### src/rtl/tc_pkg.sv
// Shared definitions for the thermocouple scanner: FSM states, field widths,
// frame bit positions and the interval-counter width helper.
package tc_pkg;

  typedef enum logic [2:0] {
    ST_STARTUP = 3'd0,
    ST_REQ     = 3'd1,
    ST_ACK     = 3'd2,
    ST_XFER    = 3'd3,
    ST_CAPTURE = 3'd4,
    ST_GAP     = 3'd5
  } tc_state_e;

  localparam int TC_W  = 14;
  localparam int JT_W  = 12;
  localparam int FLT_W = 4;

  localparam int TC_MSB     = 31;
  localparam int TC_LSB     = 18;
  localparam int FLT_HI_BIT = 16;
  localparam int JT_MSB     = 15;
  localparam int JT_LSB     = 4;
  localparam int FLT_LO_MSB = 2;

  // Wide enough for the longest interval (startup, gap or ACK timeout) plus one.
  function automatic int tc_cnt_width(input int clk_freq, input int startup_s,
                                      input int period_s, input int timeout_cyc);
    int longest;
    longest = clk_freq * ((startup_s > period_s) ? startup_s : period_s);
    if (timeout_cyc > longest) longest = timeout_cyc;
    return (longest < 1) ? 1 : $clog2(longest + 1);
  endfunction

endpackage

### src/rtl/tc_interval_timer.sv
// Saturating interval counter: cleared by load, advances while count_i is high,
// done_o once limit_i cycles have elapsed.
module tc_interval_timer #(
  parameter int W = 8
) (
  input  logic         clk,
  input  logic         rst_n,
  input  logic         load_i,
  input  logic         count_i,
  input  logic [W-1:0] limit_i,
  output logic         done_o
);

  logic [W-1:0] count_q;
  logic [W-1:0] count_d;

  assign done_o = (({1'b0, count_q} + {{W{1'b0}}, 1'b1}) >= {1'b0, limit_i});

  // Next count: clear on load, otherwise step until done and then hold.
  always_comb begin
    count_d = count_q;
    if (load_i) begin
      count_d = '0;
    end else if (count_i && !done_o) begin
      count_d = count_q + {{(W-1){1'b0}}, 1'b1};
    end else begin
      count_d = count_q;
    end
  end

  // Counter register.
  always_ff @(posedge clk or negedge rst_n) begin
    if (!rst_n) count_q <= '0;
    else        count_q <= count_d;
  end

endmodule

### src/rtl/thermocouple_scanner.sv
// Round-robin thermocouple SPI scanner with per-channel result registers.
// Define TC_FAULT_STICKY_EN to make fault bits sticky until fault_clr.
module thermocouple_scanner
  import tc_pkg::*;
#(
  parameter int CLK_FREQ    = 12000,
  parameter int NUM_CH      = 4,
  parameter int STARTUP_S   = 3,
  parameter int PERIOD_S    = 1,
  parameter int TIMEOUT_CYC = 64,
  localparam int CH_W       = (NUM_CH > 1) ? $clog2(NUM_CH) : 1
) (
  input  logic                    clk,
  input  logic                    rst_n,
  input  logic                    spi_busy,
  input  logic [31:0]             spi_rx_data,
  input  logic                    fault_clr,
  output logic                    spi_start,
  output logic [CH_W-1:0]         spi_ch,
  output logic [TC_W*NUM_CH-1:0]  tc_temp_data,
  output logic [JT_W*NUM_CH-1:0]  junction_temp_data,
  output logic [FLT_W*NUM_CH-1:0] fault_bits,
  output logic                    sample_valid,
  output logic [CH_W-1:0]         sample_ch,
  output logic                    any_fault
);

  localparam int CNT_W = tc_cnt_width(CLK_FREQ, STARTUP_S, PERIOD_S, TIMEOUT_CYC);
  localparam logic [CNT_W-1:0] STARTUP_LIM = CNT_W'(CLK_FREQ * STARTUP_S);
  localparam logic [CNT_W-1:0] PERIOD_LIM  = CNT_W'(CLK_FREQ * PERIOD_S);
  localparam logic [CNT_W-1:0] TIMEOUT_LIM = CNT_W'(TIMEOUT_CYC);
  localparam logic [CH_W-1:0]  LAST_CH     = CH_W'(NUM_CH - 1);

  tc_state_e state_q, state_d;
  logic [CH_W-1:0]         ch_q, ch_d, ch_nxt_s;
  logic                    spi_start_q, spi_start_d;
  logic                    sample_valid_q, sample_valid_d;
  logic [CH_W-1:0]         sample_ch_q, sample_ch_d;
  logic [TC_W*NUM_CH-1:0]  tc_q, tc_d;
  logic [JT_W*NUM_CH-1:0]  jt_q, jt_d;
  logic [FLT_W*NUM_CH-1:0] flt_q, flt_d;
  logic                    any_fault_q;
  logic                    timer_done_s, timer_load_s, timer_count_s;
  logic [CNT_W-1:0]        timer_limit_s;
  logic [FLT_W-1:0]        rx_flt_s;
  logic                    unused_rx_s;

  assign rx_flt_s    = {spi_rx_data[FLT_HI_BIT], spi_rx_data[FLT_LO_MSB:0]};
  assign unused_rx_s = ^{spi_rx_data[17], spi_rx_data[3]};
  assign ch_nxt_s    = (ch_q == LAST_CH) ? {CH_W{1'b0}} : ch_q + {{(CH_W-1){1'b0}}, 1'b1};

  // Every state change restarts the shared interval counter.
  assign timer_load_s  = (state_d != state_q);
  assign timer_count_s = (state_q == ST_STARTUP) || (state_q == ST_GAP) || (state_q == ST_ACK);
  assign timer_limit_s = (state_q == ST_STARTUP) ? STARTUP_LIM :
                         (state_q == ST_GAP)     ? PERIOD_LIM  : TIMEOUT_LIM;

  tc_interval_timer #(.W(CNT_W)) u_timer (
    .clk     (clk),
    .rst_n   (rst_n),
    .load_i  (timer_load_s),
    .count_i (timer_count_s),
    .limit_i (timer_limit_s),
    .done_o  (timer_done_s)
  );

  // FSM state register.
  always_ff @(posedge clk or negedge rst_n) begin
    if (!rst_n) state_q <= ST_STARTUP;
    else        state_q <= state_d;
  end

  // FSM next-state logic.
  always_comb begin
    state_d = state_q;
    case (state_q)
      ST_STARTUP: if (timer_done_s) state_d = ST_REQ; else state_d = ST_STARTUP;
      ST_REQ:     if (!spi_busy) state_d = ST_ACK; else state_d = ST_REQ;
      ST_ACK: begin
        if (spi_busy)          state_d = ST_XFER;
        else if (timer_done_s) state_d = (ch_q == LAST_CH) ? ST_GAP : ST_REQ;
        else                   state_d = ST_ACK;
      end
      ST_XFER:    if (!spi_busy) state_d = ST_CAPTURE; else state_d = ST_XFER;
      ST_CAPTURE: state_d = (ch_q == LAST_CH) ? ST_GAP : ST_REQ;
      ST_GAP:     if (timer_done_s) state_d = ST_REQ; else state_d = ST_GAP;
      default:    state_d = ST_REQ;
    endcase
  end

  // Output and datapath next values; a same-cycle capture lands after a clear.
  always_comb begin
    ch_d           = ch_q;
    spi_start_d    = 1'b0;
    sample_valid_d = 1'b0;
    sample_ch_d    = sample_ch_q;
    tc_d           = tc_q;
    jt_d           = jt_q;
    flt_d          = flt_q;
`ifdef TC_FAULT_STICKY_EN
    if (fault_clr) flt_d = '0;
    else           flt_d = flt_q;
`endif
    case (state_q)
      ST_STARTUP: ch_d = {CH_W{1'b0}};
      ST_REQ: begin
        if (!spi_busy) spi_start_d = 1'b1;
        else           spi_start_d = 1'b0;
      end
      ST_ACK: begin
        if (!spi_busy && timer_done_s) begin
          flt_d[int'(ch_q)*FLT_W +: FLT_W] = {FLT_W{1'b1}};
          ch_d = ch_nxt_s;
        end else begin
          ch_d = ch_q;
        end
      end
      ST_CAPTURE: begin
        tc_d[int'(ch_q)*TC_W +: TC_W] = spi_rx_data[TC_MSB:TC_LSB];
        jt_d[int'(ch_q)*JT_W +: JT_W] = spi_rx_data[JT_MSB:JT_LSB];
`ifdef TC_FAULT_STICKY_EN
        flt_d[int'(ch_q)*FLT_W +: FLT_W] = flt_d[int'(ch_q)*FLT_W +: FLT_W] | rx_flt_s;
`else
        flt_d[int'(ch_q)*FLT_W +: FLT_W] = rx_flt_s;
`endif
        sample_valid_d = 1'b1;
        sample_ch_d    = ch_q;
        ch_d           = ch_nxt_s;
      end
      default: ch_d = ch_q;
    endcase
  end

  // Datapath and output registers.
  always_ff @(posedge clk or negedge rst_n) begin
    if (!rst_n) begin
      ch_q           <= '0;
      spi_start_q    <= 1'b0;
      sample_valid_q <= 1'b0;
      sample_ch_q    <= '0;
      tc_q           <= '0;
      jt_q           <= '0;
      flt_q          <= '0;
      any_fault_q    <= 1'b0;
    end else begin
      ch_q           <= ch_d;
      spi_start_q    <= spi_start_d;
      sample_valid_q <= sample_valid_d;
      sample_ch_q    <= sample_ch_d;
      tc_q           <= tc_d;
      jt_q           <= jt_d;
      flt_q          <= flt_d;
      any_fault_q    <= |flt_q;
    end
  end

  assign spi_start          = spi_start_q;
  assign spi_ch             = ch_q;
  assign tc_temp_data       = tc_q;
  assign junction_temp_data = jt_q;
  assign fault_bits         = flt_q;
  assign sample_valid       = sample_valid_q;
  assign sample_ch          = sample_ch_q;
  assign any_fault          = any_fault_q;

endmodule
### config.mk
export PLATFORM = sky130hd
export DESIGN_NAME = thermocouple_scanner
export DESIGN_NICKNAME = d
export VERILOG_FILES = /design/src/rtl/tc_pkg.sv /design/src/rtl/tc_interval_timer.sv /design/src/rtl/thermocouple_scanner.sv
export SDC_FILE = /design/constraint.sdc
export NUM_CORES = 1
export LEC_CHECK = 0
export CAP_MARGIN = 20
export CORE_UTILIZATION = 55
export CTS_CLUSTER_SIZE = 8
export DETAILED_ROUTE_END_ITERATION = 7
export GPL_ROUTABILITY_DRIVEN = 1
export PLACE_DENSITY = 0.86
export SYNTH_ARGS = -nofsm -noshare
export SYNTH_HDL_FRONTEND = slang
export SYNTH_SLANG_ARGS = --single-unit
### constraint.sdc
create_clock -name clk -period 7.95 [get_ports clk]
set_clock_uncertainty 0.1 [all_clocks]
set_input_delay 1.1925 -clock clk [delete_from_list [all_inputs] [get_ports clk]]
set_output_delay 1.1925 -clock clk [all_outputs]
set_load 0.02 [all_outputs]
==> results.yml, run 1 <==
# physical design summary
status:
  outcome: "completed"
worst_setup_path:
  crit_buf_inv: 3
  slowest_stage: "sky130_fd_sc_hd__ha_1"
  reg2regPathDepth: 8
  worst-setup-path-type: "reg -> reg"
  max_stage_delay_ns: 1.07
  r2r_start: "spi_ch[0]"
  timing.critical_path.max_delay_family: "buffers and inverters"
sta:
  finalSetupViolCount: 0
  max_freq_mhz: 203
  hold_slack_ns: 0.380
  finalWorstPathRequiredPeriod_ns: 4.93
pwr:
  power.net_switching_mw: 1.26
  p_seq_share_pct: 32.0
  p_clk_share_pct: 26.6
  power_per_cell_area_nw_per_um2: 325
  cellLeakagePower_nw: 4.16
logic_synthesis:
  netlist-cell-type-count: 58
  synth.top_cells.by_count: "sky130_fd_sc_hd__dfrtp_1, sky130_fd_sc_hd__nand2_1, sky130_fd_sc_hd__o21ai_0, sky130_fd_sc_hd__a22o_1, sky130_fd_sc_hd__clkbuf_1"
  adder_share_pct: 3.05
  compound_area_share_pct: 22.0
  synth_area_leader_cell: "sky130_fd_sc_hd__dfrtp_1"
  syn-cell-area_um2: 7370
final_layout:
  n_antenna_cell: 0
  largest_reg_flops: 56
  areaGrowthSynthToFinish_pct: 31.6
place:
  placer_congestion_estimate: 0.859
  io_buffer_count: 159
route:
  route.antenna.remaining_nets: 0
  drt_first_iter_violations: 681
clocking:
  clock_sinks: 146
  ctsResizeCount: 0
  cts.repair_timing.setup_buffer_count: 0
  cts-htree-levels: 4
job:
  cap_viol_max_count: 0
global_routing:
  grt_pass1_wl_um: 34600
floorplan:
  die_h_um: 118
[run 1: cells by family (layout without fill, tap and decap cells)]
| logic type | after synthesis | count (layout) |
|---|---|---|
| muxes | 16 | 16 |
| AOI/OAI and AO/OA | 236 | 236 |
| adders and majority gates | 18 | 18 |
| and+or+nand+nor | 268 | 268 |
| buffers and inverters | 61 | 215 |
| xor gates and xnor gates | 18 | 18 |
| DFF | 146 | 146 |
[run 1: power groups by stage]
stage          clock network (mW)  registers [mW]  logic (mW)
3_5_place_dp                    0            1.02        1.28
2_1_floorplan                   0            1.16       0.631
3_3_place_gp                    0            1.01        1.24
6_report                    0.838            1.01        1.31
4_1_cts                     0.839            1.01        1.29
5_1_grt                     0.872            1.03        1.40
[run 1: cell type report]
type                            count  area (µm²)
Sequential cell                   146        3650
Multi-Input combinational cell    556        3470
Fill cell                         865        3120
Timing Repair Buffer              170        1700
Clock buffer                       19         443
Tap cell                          172         215
Clock inverter                     13         175
Inverter                           13        48.8
[run 1: layer usage]
metal | wire length [µm] | global-route usage [%] | vias to the layer above | share of wire (%)
met2 | 10700 | 52.1 | 376 | 50
met1 | 8450 | 39.7 | 3310 | 39
met3 | 1540 | 6.40 | 71 | 7.1
li1 | - | - | 3055 | -
met5 | 0 | 0 | - | 0
met4 | 911 | 16.8 | 0 | 4.2
[run 1: metrics by stage]
| stage | instance area (µm²) | setup WS [ns] |
|---|---|---|
| 4_1_cts | 9660 | 3.15 |
| 3_5_place_dp | 9040 | 3.20 |
| 3_3_place_gp | 9030 | 3.36 |
| 6_report | 9710 | 3.02 |
| 2_1_floorplan | 7370 | 4.45 |
| 5_1_grt | 9710 | 2.68 |
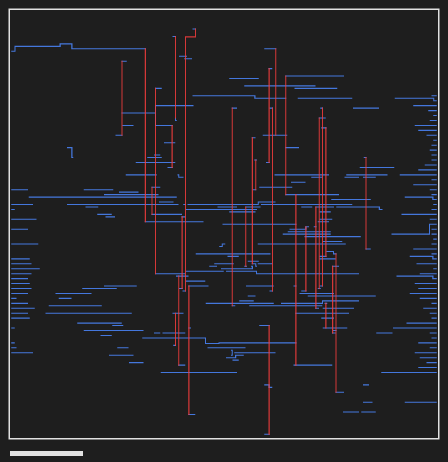
(run_1/layers.png)
The bar under the picture is 20 µm long. Two of the layers only.
- M4: red (wire length 912 µm)
- M3: blue (wire length 1540 µm)
Routed WL: 21600 µm
total via count after detailed routing: 6812
GRT Util Overall: 31.8%

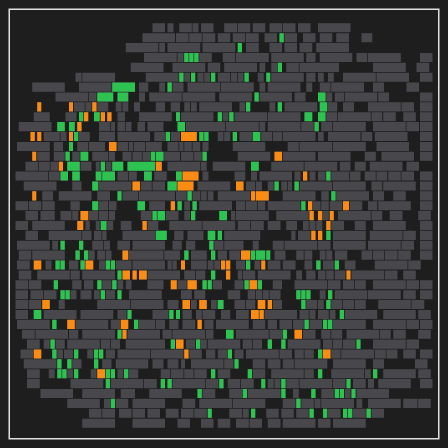
(run_1/gates.png)
- nand cells: green (cells 176; most used nand2_1)
- nor cells: orange (cells 69; most used nor2_1)
final cell count without fillers: 1089
share of the final layout cell area in multi-input gates: 35.7%
leading cell type in the layout, fill and taps excluded: sky130_fd_sc_hd__clkdlybuf4s50_1

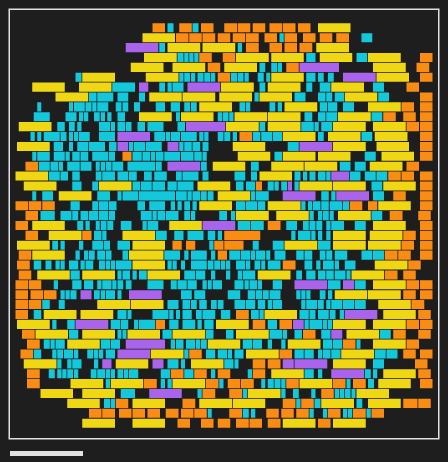
(run_1/class_map.png)
The bar under the picture is 20 µm long.
- sequential cells: yellow (cells 146)
- clock drivers and dummy loads: purple (cells 32)
- remaining buffers and delay cells: orange (cells 170)
- remaining logic cells: cyan (cells 569)
Layout Utilization: 75.7%
fraction of area in registers: 37.7%
CORE AREA: 12800 µm²
site row count: 41
Final Instance Area: 9710 µm²

==> run_1/ff_map.png <==
The bar under the picture is 20 µm long. Other sequential cells in the stronger gray, the rest of the logic in the fainter gray.
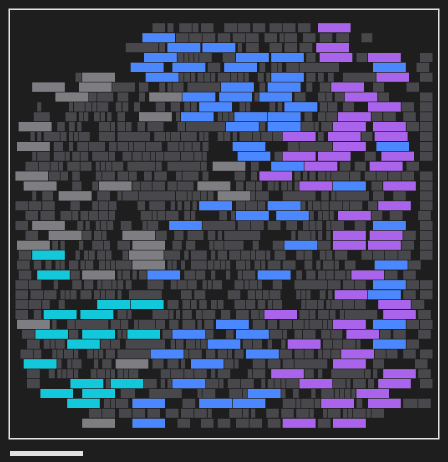

==> inputs of run 2 (changes only) <==
--- a/config.mk
+++ b/config.mk
@@ -6,11 +6,11 @@
 export NUM_CORES = 1
 export LEC_CHECK = 0
 export CAP_MARGIN = 20
-export CORE_UTILIZATION = 55
+export CORE_UTILIZATION = 46
 export CTS_CLUSTER_SIZE = 8
 export DETAILED_ROUTE_END_ITERATION = 7
 export GPL_ROUTABILITY_DRIVEN = 1
-export PLACE_DENSITY = 0.86
+export PLACE_DENSITY = 0.77
 export SYNTH_ARGS = -nofsm -noshare
 export SYNTH_HDL_FRONTEND = slang
 export SYNTH_SLANG_ARGS = --single-unit
==> constraint.sdc (replaced) <==
create_clock -name clk -period 4.42 [get_ports clk]
set_clock_uncertainty 0.1 [all_clocks]
set_input_delay 0.663 -clock clk [delete_from_list [all_inputs] [get_ports clk]]
set_output_delay 0.663 -clock clk [all_outputs]
set_load 0.02 [all_outputs]
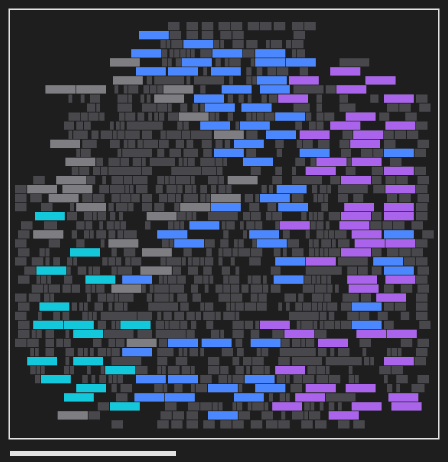
(run_2/ff_map.png)
The bar under the picture is 50 µm long. Other sequential cells in the stronger gray, the rest of the logic in the fainter gray.
- junction_temp_data: purple (sequential cells 48; where a vertical strip on the right)
- fault_bits: cyan (sequential cells 16)
- tc_temp_data: blue (sequential cells 56)
- not colored: 26
area taken by flip-flops and latches: 3650 µm²
power attributed to sequential cells: 1.83 mW
fraction of area in registers: 37.3%
Layout Utilization: 63.6%

==> results.yml, run 2 <==
# physical design summary
final_layout:
  stdcell_area_um2: 9810
  n_antenna_cell: 0
  mostFrequentLayoutCell: "sky130_fd_sc_hd__clkdlybuf4s50_1"
  layoutNonFillerInstCount: 1132
  largest_reg_flops: 56
  areaGrowthSynthToFinish_pct: 33.0
clocking:
  clock_tree.root_cell: "sky130_fd_sc_hd__clkbuf_16"
  cts-htree-levels: 4
  clock_sinks: 146
  cts.repair_timing.setup_buffer_count: 0
logic_synthesis:
  netlist_logic_family_top: "AND-OR/OR-AND gates"
  synth_area_leader_cell: "sky130_fd_sc_hd__dfrtp_1"
  synth.top_cells.by_count: "sky130_fd_sc_hd__dfrtp_1, sky130_fd_sc_hd__nand2_1, sky130_fd_sc_hd__o21ai_0, sky130_fd_sc_hd__a22o_1, sky130_fd_sc_hd__clkbuf_1"
  syn-cell-area_um2: 7370
  netlist-cell-type-count: 58
  synth.area.top_cells: "sky130_fd_sc_hd__dfrtp_1, sky130_fd_sc_hd__nand2_1, sky130_fd_sc_hd__a22o_1, sky130_fd_sc_hd__ha_1, sky130_fd_sc_hd__o21ai_0"
  compound_area_share_pct: 22.0
  adder_share_pct: 3.05
worst_setup_path:
  slowest_stage: "sky130_fd_sc_hd__a2111oi_4"
  max_stage_delay_ns: 0.56
  timing.critical_path.max_delay_family: "AND-OR/OR-AND gates"
  crit_buf_inv: 0
  cp.arrival_ns: 4.23
  worst-setup-path-type: "reg -> reg"
place:
  placedInstanceArea_um2: 9150
  dpl_worst_slack_ns: 0.543
  io_buffer_count: 159
  placer_congestion_estimate: 0.882
floorplan:
  die_h_um: 129
  placeableCoreArea_um2: 15400
  site_row_count: 45
route:
  drt-pass1-iter-count: 6
  drt_first_iter_violations: 695
  route.antenna.remaining_nets: 0
  postRouteWirelength_um: 21200
  remaining_drc_errors: 0
sta:
  finalSetupViolCount: 0
  setup_slack_ns: 0.387
  finalWorstPathRequiredPeriod_ns: 4.03
  max_freq_mhz: 248
global_routing:
  grt_pass1_wl_um: 34000
  via_count_of_the_first_global_routing_pass: 6231
  grt_usage_pct: 27.0
job:
  cap_viol_max_count: 0
status:
  outcome: "completed"
pwr:
  cellLeakagePower_nw: 4.19
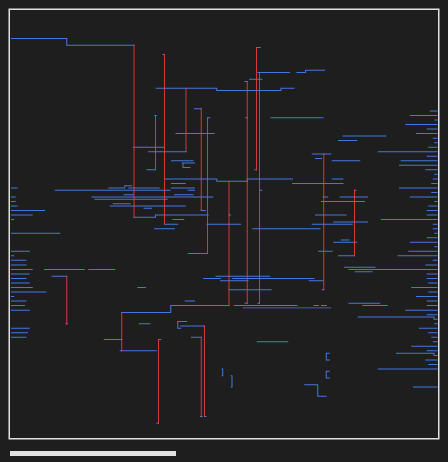
(run_2/layers.png)
The bar under the picture is 50 µm long. Two of the layers only.
- M3: blue (wire length 1300 µm)
- M4: red (wire length 582 µm)
wire length per cell: 18.7 µm
total via count after detailed routing: 6563

[run 2: cell counts after synthesis]
No cell type changed its count.
[run 2: layout make-up]
class / count / area [µm²]
Clock inverter: 9 / 176
Tap cell: 211 / 264
Inverter: 13 / 48.8
Multi-Input combinational cell: 556 / 3470
Sequential cell: 146 / 3650
Clock buffer: 22 / 484
Fill cell: 1301 / 5620
Timing Repair Buffer: 175 / 1710
[run 2: report_power, final]
part	switching, mW	internal (mW)	total (mW)
combinational	1.44	0.903	2.34
clock	0.545	1.06	1.60
sequential	0.221	1.60	1.83
total	2.21	3.56	5.77
[run 2: final timing paths]
check                              startpoint                     end  slack (ns)  cells past startpoint
max in group asynchronous               rst_n  junction_temp_data[24]        3.09                      2
hold reg to reg              tc_temp_data[50]        tc_temp_data[50]        0.38                      2
min in group clk             tc_temp_data[50]        tc_temp_data[50]        0.38                      2
setup / recovery           u_timer.count_q[4]           fault_bits[9]        0.39                     11
setup reg to reg           u_timer.count_q[4]           fault_bits[9]        0.39                     11
hold / removal                          rst_n   junction_temp_data[7]        0.20                      1
[run 2: metal layers]
metal | wire [µm] | vias to the layer above | track usage, %
li1 | - | 3045 | -
met1 | 9150 | 3216 | 35.5
met2 | 10200 | 263 | 44.1
met3 | 1300 | 39 | 5.20
met4 | 582 | 0 | 10.9
met5 | 0 | - | 0
[run 2: kinds of logic after synthesis]
group | after synthesis
XOR/XNOR | 18
AND/OR/NAND/NOR | 268
flip-flops | 146
AND-OR/OR-AND | 236
buffers and inverters | 61
adder cells (fa/ha/maj) | 18
multiplexers | 16
==> run_2/congestion_map.png <==
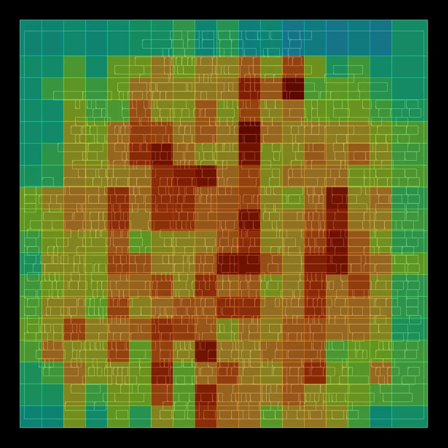

==> inputs of run 3 (changes only) <==
--- a/config.mk
+++ b/config.mk
@@ -6,11 +6,12 @@
 export NUM_CORES = 1
 export LEC_CHECK = 0
 export CAP_MARGIN = 20
-export CORE_UTILIZATION = 46
+export CORE_UTILIZATION = 58
 export CTS_CLUSTER_SIZE = 8
 export DETAILED_ROUTE_END_ITERATION = 7
+export DONT_BUFFER_PORTS = 1
 export GPL_ROUTABILITY_DRIVEN = 1
-export PLACE_DENSITY = 0.77
+export PLACE_DENSITY = 0.76
 export SYNTH_ARGS = -nofsm -noshare
 export SYNTH_HDL_FRONTEND = slang
 export SYNTH_SLANG_ARGS = --single-unit
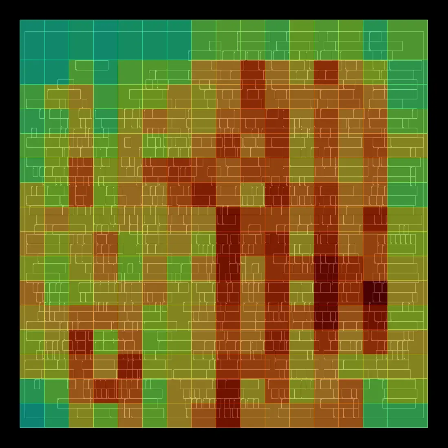
(run_3/congestion_map.png)
Layout Utilization: 66.7%
GRT Util Overall: 31.1%
global routing's busiest layer: met2
wire length per cell: 21.2 µm
global-route met1 utilization: 35.7%

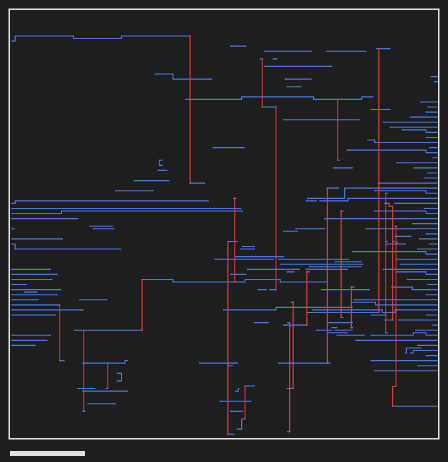
(run_3/layers.png)
The bar under the picture is 20 µm long. Two of the layers only.
total via count after detailed routing: 6008
Routed WL: 19700 µm

==> results.yml, run 3 <==
# physical design summary
sta:
  finalSetupViolCount: 0
  setup_slack_ns: 0.331
  hold_slack_ns: 0.146
  finalWorstPathRequiredPeriod_ns: 4.09
  max_freq_mhz: 245
job:
  cap_viol_max_count: 0
route:
  drt-pass1-iter-count: 5
  remaining_drc_errors: 0
  route.antenna.remaining_nets: 0
  drt_first_iter_violations: 471
logic_synthesis:
  netlist-cell-type-count: 58
  synth.area.top_cells: "sky130_fd_sc_hd__dfrtp_1, sky130_fd_sc_hd__nand2_1, sky130_fd_sc_hd__a22o_1, sky130_fd_sc_hd__ha_1, sky130_fd_sc_hd__o21ai_0"
  synth_area_leader_cell: "sky130_fd_sc_hd__dfrtp_1"
  synth.top_cells.by_count: "sky130_fd_sc_hd__dfrtp_1, sky130_fd_sc_hd__nand2_1, sky130_fd_sc_hd__o21ai_0, sky130_fd_sc_hd__a22o_1, sky130_fd_sc_hd__clkbuf_1"
  syn-cell-area_um2: 7370
pwr:
  power_per_cell_area_nw_per_um2: 627
  p_clk_share_pct: 29.1
  sw_share_pct: 42.5
  power_leader: "registers"
  p_seq_share_pct: 42.0
  power.sequential.total_mw: 2.14
  logic_gate_share_of_total_power_pct: 29.0
  power.net_switching_mw: 2.17
  pwr.group.combinational_mw: 1.48
  p_int_mw: 2.94
  cellLeakagePower_nw: 3.58
  pg_clk_mw: 1.48
final_layout:
  mostFrequentLayoutCell: "sky130_fd_sc_hd__dfrtp_1"
  n_antenna_cell: 0
  layout.cells.most_common_list: "sky130_fd_sc_hd__dfrtp_1, sky130_fd_sc_hd__nand2_1, sky130_fd_sc_hd__o21ai_0"
  stdcell_area_um2: 8150
  layoutNonFillerInstCount: 931
  largest_reg_flops: 56
  areaGrowthSynthToFinish_pct: 10.5
  n_fill_cell: 992
floorplan:
  die_h_um: 115
  site_row_count: 40
  floorplan.die_area_um2: 13200
  placeableCoreArea_um2: 12200
status:
  outcome: "completed"
global_routing:
  use_met3_pct: 9.23
  grt_pass1_wl_um: 31000
  grt_use_met2_pct: 54.3
  via_count_of_the_first_global_routing_pass: 5888
  gr-total-overflow: 0
clocking:
  clk_path_buf_depth: 2
  clock_tree.root_cell: "sky130_fd_sc_hd__clkbuf_16"
  clock_sinks: 146
  cts-htree-levels: 4
  ctsResizeCount: 0
  cts.repair_timing.setup_buffer_count: 0
place:
  dpl_worst_slack_ns: 0.440
  io_buffer_count: 0
  placer_congestion_estimate: 0.867
  placedInstanceArea_um2: 7480
worst_setup_path:
  crit_path_max_fanout: 9
  max_stage_delay_ns: 0.60
  slowest_stage: "sky130_fd_sc_hd__a2111oi_4"
  worst-setup-path-type: "reg -> reg"
  worstSetupPathDepth: 13
  cp.arrival_ns: 4.33
  crit_buf_inv: 1
  timing.critical_path.max_delay_family: "AND-OR/OR-AND gates"
  reg2regPathDepth: 13
==> run 3: cell count changes in the layout (fill, tap and decap cells not counted), moves of 3 or more <==
cell                              before  now
sky130_fd_sc_hd__clkdlybuf4s50_1     158    0
sky130_fd_sc_hd__clkbuf_8              4    0
sky130_fd_sc_hd__buf_4                16   13
sky130_fd_sc_hd__inv_6                 0    6
sky130_fd_sc_hd__inv_8                 0    4
sky130_fd_sc_hd__bufinv_16             5    2
==> run 3: kinds of logic (layout without fill, tap and decap cells) <==
kind of cell / after synthesis / in the layout / synth area share (%)
compound gates: 236 / 236 / 22.0
xor+xnor: 18 / 18 / 2.14
fa+ha+maj: 18 / 18 / 3.05
buf+inv: 61 / 61 / 3.41
flops: 146 / 146 / 49.6
mux: 16 / 16 / 2.21
simple gates: 268 / 268 / 17.7
==> run 3: per-layer routing <==
| layer | wire (µm) | part of all wire, % |
|---|---|---|
| met1 | 7350 | 37 |
| met4 | 600 | 3.0 |
| met3 | 1740 | 8.8 |
| met5 | 0 | 0 |
| met2 | 10000 | 51 |
==> run 3: area by class of cell <==
type | count | area [µm²] | share of cell area, %
clock buffers | 17 | 425 | 5.22
clock inverters | 15 | 184 | 2.26
inverters | 13 | 48.8 | 0.599
multi-input cells | 556 | 3470 | 42.6
flip-flops and latches | 146 | 3650 | 44.8
well taps | 168 | 210 | 2.58
repair buffers | 16 | 158 | 1.93
==> run 3: final timing paths <==
check | start | to | slack [ns]
max | u_timer.count_q[0] | u_timer.count_q[12] | 0.33
min | rst_n | tc_temp_data[15] | 0.15
max reg2reg | u_timer.count_q[0] | u_timer.count_q[12] | 0.33
min reg2reg | state_q[1] | spi_start | 0.46
max in group asynchronous | rst_n | spi_ch[0] | 3.54
min in group clk | spi_busy | spi_start | 0.22
Power figures rest on the tool's default switching activity, not on a simulated workload.
